### Supply network, run 1

Bar = 50 um. Pins as bars on the die edge.
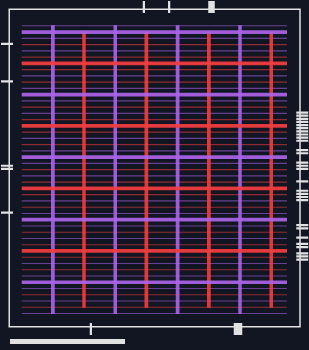
### Placed cells, one colour a class, run 1

Fill, decap, tap and diode cells in grey.
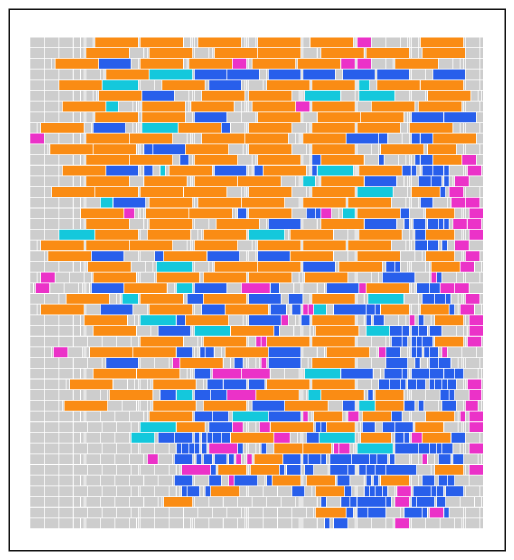
### Clock wires, drivers and flops, run 1

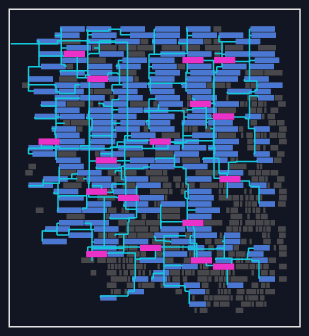
**src/rtl/ipsmacge_lbout.sv**
```systemverilog
// GE MAC transmit-side loopback-out: buffers the RX byte stream in a small FIFO and replays it on the TX line.
// Optional feature macro: IPSMACGE_LBOUT_MINIPG_EN adds a 12-cycle gap state between looped frames.
module ipsmacge_lbout #(
    parameter int LBOUT_AW = 4
) (
    input  logic       txclk,
    input  logic       txrst,
    input  logic [7:0] rx_idat,
    input  logic       rx_idv,
    input  logic       rx_ier,
    input  logic       rx_ival,
    input  logic [7:0] tx_idat,
    input  logic       tx_ien,
    input  logic       tx_ier,
    input  logic       tx_ival,
    output logic [7:0] tx_odat,
    output logic       tx_oen,
    output logic       tx_oer,
    output logic       tx_oval,
    output logic       lbout_fifowrerr,
    output logic       lbout_fiforderr,
    input  logic       uplbout,
    input  logic       upfifofsh,
    input  logic [3:0] uplbffnum
);

    localparam int DEPTH = 1 << LBOUT_AW;
    localparam logic [LBOUT_AW:0] FULL_LEN = (LBOUT_AW + 1)'(DEPTH);

    typedef enum logic [1:0] {
        NORM  = 2'd0,
        LWAIT = 2'd1,
        LSEND = 2'd2,
        LGAP  = 2'd3
    } state_t;

    state_t              state_q, state_d;
    logic                lb_en_q, lb_en_d;
    logic                rx_idv_d_q;
    logic [9:0]          mem_q [DEPTH];
    logic [LBOUT_AW-1:0] wptr_q, wptr_d, rptr_q, rptr_d;
    logic [LBOUT_AW:0]   len_q, len_d;
    logic [7:0]          tx_odat_q, tx_odat_d;
    logic                tx_oen_q, tx_oen_d, tx_oer_q, tx_oer_d, tx_oval_q;
    logic                wrerr_q, rderr_q, rderr_d;
`ifdef IPSMACGE_LBOUT_MINIPG_EN
    logic [3:0]          gap_q, gap_d;
`endif

    logic       wr_s, full_s, wr_ok_s, flush_s, rd_s, mode_ok_s, len_ge_thr_s;
    logic [9:0] head_s;
    logic [4:0] thr_s;

    assign wr_s         = lb_en_q & rx_ival & (rx_idv | rx_idv_d_q);
    assign full_s       = (len_q == FULL_LEN);
    assign wr_ok_s      = wr_s & ~full_s;
    assign flush_s      = ~lb_en_q | upfifofsh;
    assign head_s       = mem_q[rptr_q];
    assign thr_s        = (uplbffnum == 4'd0) ? 5'd1 : {1'b0, uplbffnum};
    assign len_ge_thr_s = (32'(len_q) >= 32'(thr_s));
    // Mode may only change between frames on both streams and outside a replay.
    assign mode_ok_s    = rx_ival & ~rx_idv & tx_ival & ~tx_ien &
                          ((state_q == NORM) | (state_q == LWAIT));

    // FIFO storage; entries are {er, dv, dat}
    always_ff @(posedge txclk) begin
        if (!txrst && !flush_s && wr_ok_s) begin
            mem_q[wptr_q] <= {rx_ier, rx_idv, rx_idat};
        end
    end

    // FIFO pointer and occupancy next-state
    always_comb begin
        wptr_d = wptr_q;
        rptr_d = rptr_q;
        len_d  = len_q;
        if (flush_s) begin
            wptr_d = '0;
            rptr_d = '0;
            len_d  = '0;
        end else begin
            if (wr_ok_s) begin
                wptr_d = wptr_q + LBOUT_AW'(1);
            end else begin
                wptr_d = wptr_q;
            end
            if (rd_s) begin
                rptr_d = rptr_q + LBOUT_AW'(1);
            end else begin
                rptr_d = rptr_q;
            end
            case ({wr_ok_s, rd_s})
                2'b10:   len_d = len_q + (LBOUT_AW + 1)'(1);
                2'b01:   len_d = len_q - (LBOUT_AW + 1)'(1);
                default: len_d = len_q;
            endcase
        end
    end

    // Mode/state next-state and line-side output selection
    always_comb begin
        state_d   = state_q;
        lb_en_d   = lb_en_q;
        tx_odat_d = tx_odat_q;
        tx_oen_d  = tx_oen_q;
        tx_oer_d  = tx_oer_q;
        rd_s      = 1'b0;
        rderr_d   = 1'b0;
`ifdef IPSMACGE_LBOUT_MINIPG_EN
        gap_d     = gap_q;
`endif
        if (mode_ok_s) begin
            lb_en_d = uplbout;
        end else begin
            lb_en_d = lb_en_q;
        end
        case (state_q)
            NORM: begin
                tx_odat_d = tx_idat;
                tx_oen_d  = tx_ien;
                tx_oer_d  = tx_ier;
                if (mode_ok_s && uplbout) begin
                    state_d = LWAIT;
                end else begin
                    state_d = NORM;
                end
            end
            LWAIT: begin
                if (tx_ival) begin
                    tx_odat_d = 8'h00;
                    tx_oen_d  = 1'b0;
                    tx_oer_d  = 1'b0;
                    if (mode_ok_s && !uplbout) begin
                        state_d = NORM;
                    end else if (len_ge_thr_s) begin
                        state_d = LSEND;
                    end else begin
                        state_d = LWAIT;
                    end
                end else begin
                    state_d = LWAIT;
                end
            end
            LSEND: begin
                if (!tx_ival) begin
                    state_d = LSEND;
                end else if (len_q == '0) begin
                    // Underrun inside a frame: signal a line error rather than stall the line.
                    tx_odat_d = 8'h00;
                    tx_oen_d  = 1'b1;
                    tx_oer_d  = 1'b1;
                    rderr_d   = 1'b1;
                end else begin
                    rd_s = 1'b1;
                    if (head_s[8]) begin
                        tx_odat_d = head_s[7:0];
                        tx_oen_d  = 1'b1;
                        tx_oer_d  = head_s[9];
                    end else begin
                        tx_odat_d = 8'h00;
                        tx_oen_d  = 1'b0;
                        tx_oer_d  = 1'b0;
`ifdef IPSMACGE_LBOUT_MINIPG_EN
                        gap_d     = 4'd0;
                        state_d   = LGAP;
`else
                        state_d   = LWAIT;
`endif
                    end
                end
            end
`ifdef IPSMACGE_LBOUT_MINIPG_EN
            LGAP: begin
                if (tx_ival) begin
                    tx_odat_d = 8'h00;
                    tx_oen_d  = 1'b0;
                    tx_oer_d  = 1'b0;
                    // The last gap cycle doubles as the wait check so the gap is exactly 13 when data is queued.
                    if (gap_q == 4'd11) begin
                        if (len_ge_thr_s) begin
                            state_d = LSEND;
                        end else begin
                            state_d = LWAIT;
                        end
                    end else begin
                        gap_d = gap_q + 4'd1;
                    end
                end else begin
                    state_d = LGAP;
                end
            end
`endif
            default: begin
                state_d = NORM;
                lb_en_d = 1'b0;
            end
        endcase
    end

    // Registered state, FIFO control and outputs
    always_ff @(posedge txclk) begin
        if (txrst) begin
            state_q    <= NORM;
            lb_en_q    <= 1'b0;
            rx_idv_d_q <= 1'b0;
            wptr_q     <= '0;
            rptr_q     <= '0;
            len_q      <= '0;
            tx_odat_q  <= 8'h00;
            tx_oen_q   <= 1'b0;
            tx_oer_q   <= 1'b0;
            tx_oval_q  <= 1'b0;
            wrerr_q    <= 1'b0;
            rderr_q    <= 1'b0;
`ifdef IPSMACGE_LBOUT_MINIPG_EN
            gap_q      <= 4'd0;
`endif
        end else begin
            state_q    <= state_d;
            lb_en_q    <= lb_en_d;
            rx_idv_d_q <= rx_ival ? rx_idv : rx_idv_d_q;
            wptr_q     <= wptr_d;
            rptr_q     <= rptr_d;
            len_q      <= len_d;
            tx_odat_q  <= tx_odat_d;
            tx_oen_q   <= tx_oen_d;
            tx_oer_q   <= tx_oer_d;
            tx_oval_q  <= tx_ival;
            wrerr_q    <= wr_s & full_s;
            rderr_q    <= rderr_d;
`ifdef IPSMACGE_LBOUT_MINIPG_EN
            gap_q      <= gap_d;
`endif
        end
    end

    assign tx_odat         = tx_odat_q;
    assign tx_oen          = tx_oen_q;
    assign tx_oer          = tx_oer_q;
    assign tx_oval         = tx_oval_q;
    assign lbout_fifowrerr = wrerr_q;
    assign lbout_fiforderr = rderr_q;

endmodule
```
**config.mk**
```make
export PLATFORM = sky130hd
export DESIGN_NAME = ipsmacge_lbout
export DESIGN_NICKNAME = d
export VERILOG_FILES = /design/src/rtl/ipsmacge_lbout.sv
export SDC_FILE = /design/constraint.sdc
export NUM_CORES = 1
export LEC_CHECK = 0
export CORE_ASPECT_RATIO = 1.1
export CORE_MARGIN = 5
export CORE_UTILIZATION = 53
export DETAILED_ROUTE_END_ITERATION = 7
export GPL_TIMING_DRIVEN = 0
export PLACE_DENSITY = 0.72
export SYNTH_ARGS = -nofsm -noshare
export SYNTH_HDL_FRONTEND = slang
export SYNTH_SLANG_ARGS = --single-unit
```
**constraint.sdc**
```tcl
create_clock -name txclk -period 2.7 [get_ports txclk]
set_input_delay 0.675 -clock txclk [delete_from_list [all_inputs] [get_ports txclk]]
set_output_delay 0.675 -clock txclk [all_outputs]
set_load 0.03 [all_outputs]
```
==> results.sh, run 1 <==
# yosys + openroad results
export IMPL_detail_route_wl_per_cell_um=21.50
export IMPL_pwr_share_comb_pct=2.9
export IMPL_status="complete, but fails checks"
export IMPL_cts_tree="yes"
export IMPL_synth_main_ff_cell="edfxtp_1"
export IMPL_taps=192
export IMPL_antenna_found_initial=0
export IMPL_worstPathArrival_ns=2.84
export IMPL_viasPerCell=5.879
export IMPL_cts_sinks=194
export IMPL_hold_slack_ns=0.4986
export IMPL_gp_congestion=0.7646
export IMPL_logic_gates=234
export IMPL_dpl_hpwl_um=10060
export IMPL_p_sw_mw=1.278
export IMPL_largest_area_cell="edfxtp_1"
export IMPL_yosysTopAreaCellShare_pct=61.40
export IMPL_synth_seq_share_pct=70.10
export IMPL_ys_cells=467
export IMPL_top_logic_kind="multiplexers"
export IMPL_crit_type="input port to flop"
export IMPL_route_detailed_drc=0
export IMPL_layout_setup_ws_ns=-0.07145
export IMPL_layout_top_cells="160 x edfxtp_1, 41 x nor2_1, 41 x mux4_2, 38 x clkdlybuf4s50_1, 32 x dfxtp_1"
export IMPL_postSynth_asyncResetShare_pct=0
export IMPL_warning_count=34
export IMPL_mux_area_share_pct=12.58
export IMPL_final_antenna_net_count=0
export IMPL_grt_pass1_wl_um=24250
export IMPL_violations="negative setup slack"
export IMPL_clock_buffers=17
export IMPL_worstSetupStartpointType="input port"
export IMPL_largest_cell_class="sequential cells"
export IMPL_busiest_layer="met2"
export IMPL_syn_inst=467
export IMPL_edf_count=160
export IMPL_buffers=74
export IMPL_swShare_pct=21.60
export IMPL_end_kind="flop"
export IMPL_synth_chip_area_sq_um=7825
export IMPL_row_count=46
export IMPL_logic_area_sq_um=2335
export IMPL_relSlewSlack_pct=49.86
export IMPL_rsz0062_at_grt="true"
export IMPL_finalClockPeriodUsage_pct=102.6
export IMPL_grtUsageTotal_pct=18.86
export IMPL_area_growth_pct=19.94
export IMPL_cp_data_required_time_ns=2.77
export IMPL_cts_root_buffer="clkbuf_16"
export IMPL_buffer_area_share_pct=7.092
export IMPL_top_cells_by_count="160 x edfxtp_1, 53 x nor2_1, 41 x mux4_2"
export IMPL_use_met1_pct=24.69
export IMPL_yosysWarnings=0
export IMPL_leakagePower_nw=2.952
export IMPL_met2_usage_pct=31.63
export IMPL_hold_buffers=0
export IMPL_synth_area_sq_um=7825
export IMPL_nFlopsAndLatches=194
export IMPL_grt_overflow=0
export IMPL_io_pins=43
export IMPL_seq_power_share_pct=54.9
export IMPL_finalSetupViolCount=20
export IMPL_clkCellAreaFrac_pct=6.359
## Picture notes: 'Supply network'
VSS -> purple
VDD -> red
signal pins = 43
met5 straps = 9
met1 rails = 47
chip height: 137.4 um
DIE WIDTH: 125.9 um
core area: 14450 sq um

## Picture notes: 'Placed cells, one colour a class'
clock drivers and dummy loads -> cyan  # cells 32
registers -> orange  # cells 194
remaining buffers and delay cells -> magenta  # cells 74
remaining logic cells -> blue  # cells 250
sequential share of cell area: 58.47%
Finished Core Util: 64.97%

## Picture notes: 'Clock wires, drivers and flops'
clock wires -> cyan  # length 1960 um
clock-net drivers -> magenta  # count 17
flip-flops -> blue  # count 194
flops lie = spread over the die
routed clock nets = 18
clock network power share: 42.1%
Late-Pin Clk Latency: 0.44 ns
P_clk: 2.49 mW

run 1: critical path: stages:
cell and delay, ns:
clkdlybuf4s50_1 0.40, or3b_2 0.46, clkbuf_1 0.19, nor2_1 0.24
nand2_1 0.27, nor2_2 0.60
run 1: worst paths after layout:
path / start / endpoint / cells after the start
max reg2reg: state_q[0] / len_q[4] / 12
min reg2reg: tx_odat[5] / tx_odat[5] / 2
min: tx_odat[5] / tx_odat[5] / 2
max: upfifofsh / mem_q[12][3] / 6
run 1: through the flow:
step | util (%) | instances | power (mW) | instance area (sq um)
6_report | 64.97 | 742 | 5.917 | 9385
4_1_cts | 64.18 | 738 | 5.944 | 9271
3_3_place_gp | 58.92 | 700 | 3.486 | 8512
5_1_grt | 64.97 | 742 | 6.094 | 9385
2_1_floorplan | - | 467 | 3.383 | 7861
3_5_place_dp | 58.92 | 700 | 3.492 | 8512
run 1: power by group through the flow:
| stage | Clock, mW | Combinational (mW) | Sequential [mW] |
|---|---|---|---|
| 2_1_floorplan | 0 | 0.0397 | 3.34 |
| 3_3_place_gp | 0 | 0.167 | 3.32 |
| 3_5_place_dp | 0 | 0.173 | 3.32 |
| 4_1_cts | 2.52 | 0.173 | 3.25 |
| 5_1_grt | 2.65 | 0.187 | 3.25 |
| 6_report | 2.49 | 0.173 | 3.25 |
run 1: registers in the layout (all words and copies together), names as in the netlist, 2 cells and up, named ones only:
signal,flops
len_q,5
wptr_q,4
rptr_q,4
tx_odat,8
mem_q,160
state_q,2
run 1: timing repair:
action,CTS,global route
pin swaps,3,5
gates resized,34,8
setup buffers,6,4
endpoints found under the setup margin,165,118
run 1: per-layer routing:
layer / vias up / routed length (um)
met5: - / 0
met1: 2186 / 6607
met2: 170 / 7957
met4: 0 / 380
met3: 27 / 1010
li1: 1979 / -
==> run 2: changes to the inputs <==
--- a/config.mk
+++ b/config.mk
@@ -5,12 +5,14 @@
 export SDC_FILE = /design/constraint.sdc
 export NUM_CORES = 1
 export LEC_CHECK = 0
+export ABC_CLOCK_PERIOD_IN_PS = 2700
 export CORE_ASPECT_RATIO = 1.1
 export CORE_MARGIN = 5
-export CORE_UTILIZATION = 53
+export CORE_UTILIZATION = 25
+export CTS_CLUSTER_SIZE = 20
 export DETAILED_ROUTE_END_ITERATION = 7
 export GPL_TIMING_DRIVEN = 0
-export PLACE_DENSITY = 0.72
+export PLACE_DENSITY = 0.38
 export SYNTH_ARGS = -nofsm -noshare
 export SYNTH_HDL_FRONTEND = slang
 export SYNTH_SLANG_ARGS = --single-unit
### Placed cells, one colour a class, run 2

Fill, decap, tap and diode cells in grey.
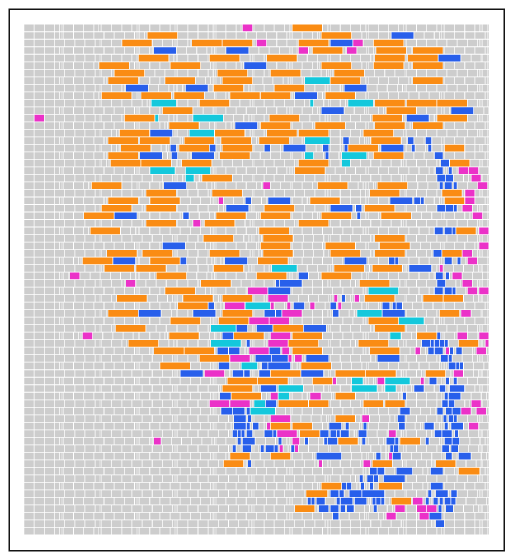
clock drivers and dummy loads -> cyan  # cells 31
registers -> orange  # cells 194
remaining logic cells -> blue  # cells 250
remaining buffers and delay cells -> magenta  # cells 86

### Routed metal, one colour a layer, run 2

Bar = 50 um. Two of the layers only.
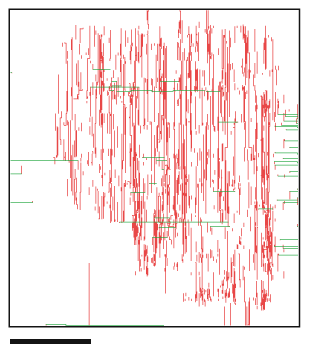
M3 -> green  # wire length 656 um
M2 -> red  # wire length 9660 um

==> results.sh, run 2 <==
# yosys + openroad results
export IMPL_swShare_pct=21.27
export IMPL_routed_top_layer="met4"
export IMPL_top_cells_by_count="160 x edfxtp_1, 53 x nor2_1, 41 x mux4_2"
export IMPL_cp_data_required_time_ns=2.85
export IMPL_largest_register_ffs=160
export IMPL_top_logic_kind="multiplexers"
export IMPL_antenna_found_initial=0
export IMPL_route_detailed_drc=0
export IMPL_hold_buffers=0
export IMPL_yosysWarnings=0
export IMPL_syn_inst=467
export IMPL_cts_tree="yes"
export IMPL_buffer_area_share_pct=8.770
export IMPL_synth_chip_area_sq_um=7825
export IMPL_layout_setup_ws_ns=0.06140
export IMPL_taps=420
export IMPL_holdCritStartpoint="tx_odat[4]"
export IMPL_gp_congestion=0.7392
export IMPL_wl_met1_um=8635
export IMPL_logic_area_sq_um=2360
export IMPL_status="finished clean"
export IMPL_synth_area_sq_um=7825
export IMPL_dpl_hpwl_um=12710
export IMPL_clkCellAreaFrac_pct=6.263
export IMPL_worstPathArrival_ns=2.79
export IMPL_cts_root_buffer="clkbuf_16"
export IMPL_synth_seq_share_pct=70.10
export IMPL_grt_overflow=0
export IMPL_layout_top_cells="160 x edfxtp_1, 41 x nor2_1, 41 x mux4_2, 38 x clkdlybuf4s50_1, 31 x dfxtp_1"
export IMPL_p_sw_mw=1.300
export IMPL_largest_area_cell="edfxtp_1"
export IMPL_seq_area_share_pct=55.30
export IMPL_final_antenna_net_count=0
export IMPL_seq_power_share_pct=53.2
export IMPL_p_clk_share_pct=43.9
export IMPL_io_pins=43
export IMPL_edf_count=160
export IMPL_ys_cells=467
export IMPL_warning_count=34
export IMPL_design_core_area_sq_um=31140
### Clock wiring as the flow saved it, run 2

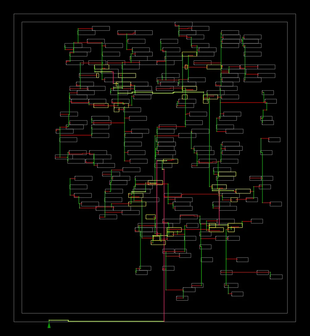
Setup Skew: 0.02943 ns
seq_cells: 194
P_clk: 2.69 mW
CTS Sinks: 194
Late-Pin Clk Latency: 0.45 ns

## run 2: through the flow
stage | setup TNS, ns | hold slack, ns | area, sq um | std cells | utilization (%)
finish | 0 | 0.5015 | 9930 | 981 | 31.89
global route | -1.704 | 0.5313 | 9930 | 981 | 31.89
CTS | -2.251 | 0.5060 | 9674 | 969 | 31.07
detailed placement | -227.25 | 0.4959 | 8805 | 929 | 28.27
global placement | -227.80 | 0.4899 | 8797 | 928 | 28.25
floorplan | 0 | 0.4610 | 7861 | 467 | -
## run 2: final timing paths
check	end	cells after the start
max	mem_q[0][8]	7
min	tx_odat[4]	2
max reg2reg	len_q[4]	11
min reg2reg	tx_odat[4]	2
## run 2: power groups by stage
stage               Combinational (mW)  Sequential, mW  Clock [mW]
finish                           0.176            3.25        2.69
global route                     0.192            3.25        2.87
CTS                              0.179            3.25        2.76
detailed placement               0.180            3.32           0
global placement                 0.175            3.32           0
floorplan                       0.0397            3.34           0
## run 2: kinds of logic (layout without fill, tap and decap cells)
group / count (synthesis) / count (layout)
flops: 194 / 194
simple gates: 100 / 100
compound gates: 61 / 61
fa+ha+maj: 18 / 18
xor+xnor: 8 / 8
buf+inv: 39 / 133
mux: 47 / 47
## run 2: worst max-delay path, cell delays in order
cell and delay [ns]:
clkdlybuf4s50_1 0.41, or3b_2 0.46, clkbuf_1 0.18, nor2_1 0.27, nand2_1 0.31, nor3_4 0.30
buf_12 0.17
## run 2: what timing repair did
| action | CTS | global route |
|---|---|---|
| endpoints found under the setup margin | 165 | 139 |
| buffers inserted | 9 | 12 |
| pin swaps | 6 | 12 |
| gates resized | 40 | 13 |
## run 2: layer usage
metal / GRT usage [%] / vias up
met5: 0 / -
met4: 3.497 / 0
met3: 2.633 / 9
met2: 18.94 / 71
met1: 14.09 / 2207
li1: - / 1998
==> run 3: changes to the inputs <==
--- a/config.mk
+++ b/config.mk
@@ -5,14 +5,14 @@
 export SDC_FILE = /design/constraint.sdc
 export NUM_CORES = 1
 export LEC_CHECK = 0
-export ABC_CLOCK_PERIOD_IN_PS = 2700
+export ABC_CLOCK_PERIOD_IN_PS = 2850
 export CORE_ASPECT_RATIO = 1.1
 export CORE_MARGIN = 5
 export CORE_UTILIZATION = 25
 export CTS_CLUSTER_SIZE = 20
 export DETAILED_ROUTE_END_ITERATION = 7
 export GPL_TIMING_DRIVEN = 0
-export PLACE_DENSITY = 0.38
+export PLACE_DENSITY = 0.37
 export SYNTH_ARGS = -nofsm -noshare
 export SYNTH_HDL_FRONTEND = slang
 export SYNTH_SLANG_ARGS = --single-unit
==> constraint.sdc (replaced) <==
create_clock -name txclk -period 2.85 [get_ports txclk]
set_input_delay 0.7125 -clock txclk [delete_from_list [all_inputs] [get_ports txclk]]
set_output_delay 0.7125 -clock txclk [all_outputs]
set_load 0.03 [all_outputs]
### Clock wiring as the flow saved it, run 3

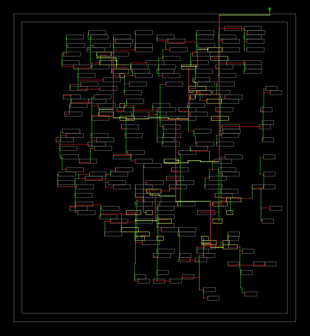
clock buffer count: 17
TritonCTS Buffers: 17
P_clk: 2.77 mW
Setup Skew: 0.01029 ns

### Placed cells, one colour a class, run 3

Fill, decap, tap and diode cells in grey.
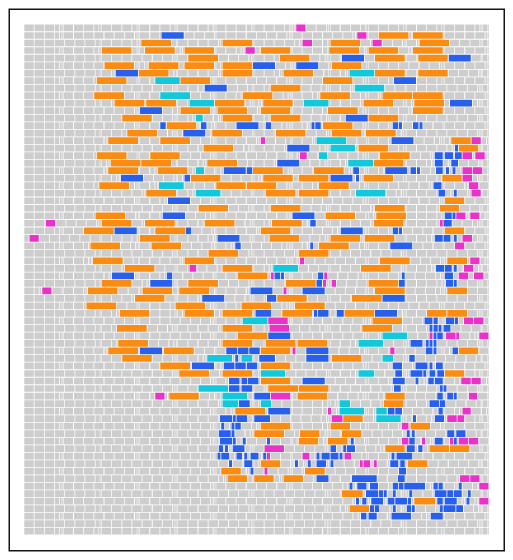
remaining logic cells -> blue  # cells 250
registers -> orange  # cells 194
clock drivers and dummy loads -> cyan  # cells 32
remaining buffers and delay cells -> magenta  # cells 72

==> results.sh, run 3 <==
# yosys + openroad results
export IMPL_grt_pass1_wl_um=28030
export IMPL_syn_inst=467
export IMPL_cp_slowest_cell="nor2_4"
export IMPL_final_cells=968
export IMPL_slew_viol_final=0
export IMPL_routed_via_count=4269
export IMPL_ys_flops=194
export IMPL_dpl_hpwl_um=12400
export IMPL_postPlaceCellArea_sq_um=8781
export IMPL_worstPathCellList="clkdlybuf4s50_1, or3b_2, clkbuf_1, nor2_1, nand2_1, nor2_4"
export IMPL_p_int_mw=4.753
export IMPL_synth_main_ff_cell="edfxtp_1"
export IMPL_antenna_found_initial=0
export IMPL_seq_area_sq_um=5488
export IMPL_die_w_um=178.7
export IMPL_largest_register_ffs=160
export IMPL_area_growth_pct=24.48
export IMPL_pwr_share_comb_pct=2.8
export IMPL_route_detailed_drc=0
export IMPL_synth_area_sq_um=7825
export IMPL_crit_family="simple AND/OR/NAND/NOR gates"
export IMPL_row_count=68
export IMPL_wl_um=18490
export IMPL_swShare_pct=20.99
export IMPL_utilization_pct=31.28
export IMPL_dr_pass1_iters=4
export IMPL_tns_ns=0
export IMPL_io_pins=43
export IMPL_postSynth_asyncResetShare_pct=0
export IMPL_logic_area_sq_um=2352
export IMPL_cp_data_required_time_ns=2.94
export IMPL_synth_seq_share_pct=70.10
export IMPL_finalSetupViolCount=0
export IMPL_n_antenna_cell=0
export IMPL_rsz0062_at_grt="false"
export IMPL_gp_congestion=0.7571
export IMPL_final_cell_area_sq_um=9741
export IMPL_crit_type="input port to flop"
export IMPL_ys_cells=467
export IMPL_synth_nets=515
export IMPL_ir_drop_uv=407.5
export IMPL_post_synth_cell_area_avg_sq_um=16.76
export IMPL_io_buffer_count=41
export IMPL_placed_cells=928
export IMPL_layout_top_cells="160 x edfxtp_1, 41 x nor2_1, 41 x mux4_2, 38 x clkdlybuf4s50_1, 32 x dfxtp_1"
export IMPL_critPathBufInv=2
export IMPL_worstPathArrival_ns=2.81
export IMPL_chipArea_sq_um=34940
export IMPL_largestPowerGroup="sequential cells"
export IMPL_worstMarginPinSlew_ns=0.8245
export IMPL_cts_sinks=194
export IMPL_detail_route_wl_per_cell_um=19.10
export IMPL_grt_max_degree=20
export IMPL_p_sw_mw=1.263
export IMPL_edf_count=160
export IMPL_status="finished clean"
export IMPL_viasPerCell=4.410
export IMPL_power_combinational_mw=0.166
export IMPL_relSlewSlack_pct=45.03
export IMPL_synth_chip_area_sq_um=7825
export IMPL_critPathMaxStageDelay_ns=0.46
export IMPL_final_antenna_net_count=0
export IMPL_design_core_area_sq_um=31140
export IMPL_cts_buffer_depth=2
export IMPL_cts_root_buffer="clkbuf_16"
export IMPL_lay_top_count="edfxtp_1"
export IMPL_cts_tree="yes"
export IMPL_powerSeq_mw=3.08
export IMPL_worstSetupStartpointType="input port"
export IMPL_regMostFlops="mem_q"
export IMPL_num_fill_cells=3070
export IMPL_warning_count=32
export IMPL_yosysWarnings=0
export IMPL_max_freq_mhz=367.8
export IMPL_period_needed_ns=2.719
export IMPL_cp_max_fo=10
export IMPL_hold_buffers=0
export IMPL_largest_area_cell="edfxtp_1"
export IMPL_cts_max_level=4
export IMPL_p_per_area_nw_per_um2=617.6
export IMPL_max_cap_violations=0
export IMPL_grt_overflow=0
export IMPL_hold_slack_ns=0.4994
export IMPL_hp_class="flop to flop"
export IMPL_top_cells_by_count="160 x edfxtp_1, 53 x nor2_1, 41 x mux4_2"
export IMPL_layout_setup_ws_ns=0.1310
export IMPL_seq_power_share_pct=51.2
export IMPL_synth_distinct_cells=47
### Clock wires, drivers and flops, run 3

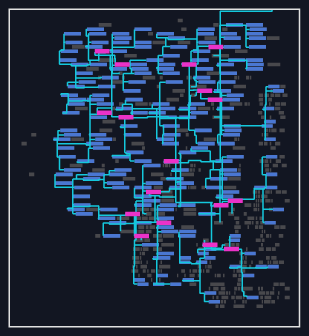
clock-net drivers -> magenta  # count 17
clock wires -> cyan  # length 2440 um
flip-flops -> blue  # count 194
routed clock nets = 18
clock network power share: 46.1%
Late-Pin Clk Latency: 0.44 ns

-- run 3: cell types whose count changed in the layout (fill, tap and decap cells not counted), sizes merged --
cell           delta
clkinv            -2
bufinv            +2
buf              -14
clkdlybuf4s15     -2
dlygate4sd2       +2
clkinvlp          +1
-- run 3: per-layer routing --
metal	track usage, %	part of all wire, %
met5	0	0
met4	3.725	1.7
met3	2.459	4.0
met2	18.23	50
met1	14.23	45
-- run 3: logic make-up (layout without fill, tap and decap cells) --
kind of cell	after synthesis	after routing	share of synthesized area, %
adder cells (fa/ha/maj)	18	18	2.974
buffers and inverters	39	120	2.175
multiplexers	47	47	12.58
AND/OR/NAND/NOR	100	100	5.836
XOR/XNOR	8	8	0.8955
flip-flops	194	194	70.10
AND-OR/OR-AND	61	61	5.437
-- run 3: path summary, 6_finish.rpt --
kind | cells after the start | end | start | slack (ns)
worst max register to register | 12 | len_q[4] | state_q[0] | 0.23
worst min register to register | 2 | tx_odat[4] | tx_odat[4] | 0.50
worst max-delay path | 6 | mem_q[7][5] | upfifofsh | 0.13
worst min-delay path | 2 | tx_odat[4] | tx_odat[4] | 0.50
-- run 3: final cells by class --
cell class / count / area share [%]
flip-flops and latches: 194 / 56.34
multi-input cells: 234 / 24.15
well taps: 420 / 5.395
repair buffers: 49 / 5.292
clock buffers: 17 / 4.367
clock inverters: 15 / 2.710
plain buffers: 23 / 1.130
inverters: 16 / 0.6166
-- run 3: repair_timing --
| action | in CTS | in global routing |
|---|---|---|
| resized | 43 | 6 |
| buffers inserted | 5 | 3 |
| cloned | 0 | 0 |
| pin swaps | 6 | 3 |
| setup endpoints to repair | 165 | 11 |
Power figures rest on the tool's default switching activity, not on a simulated workload.
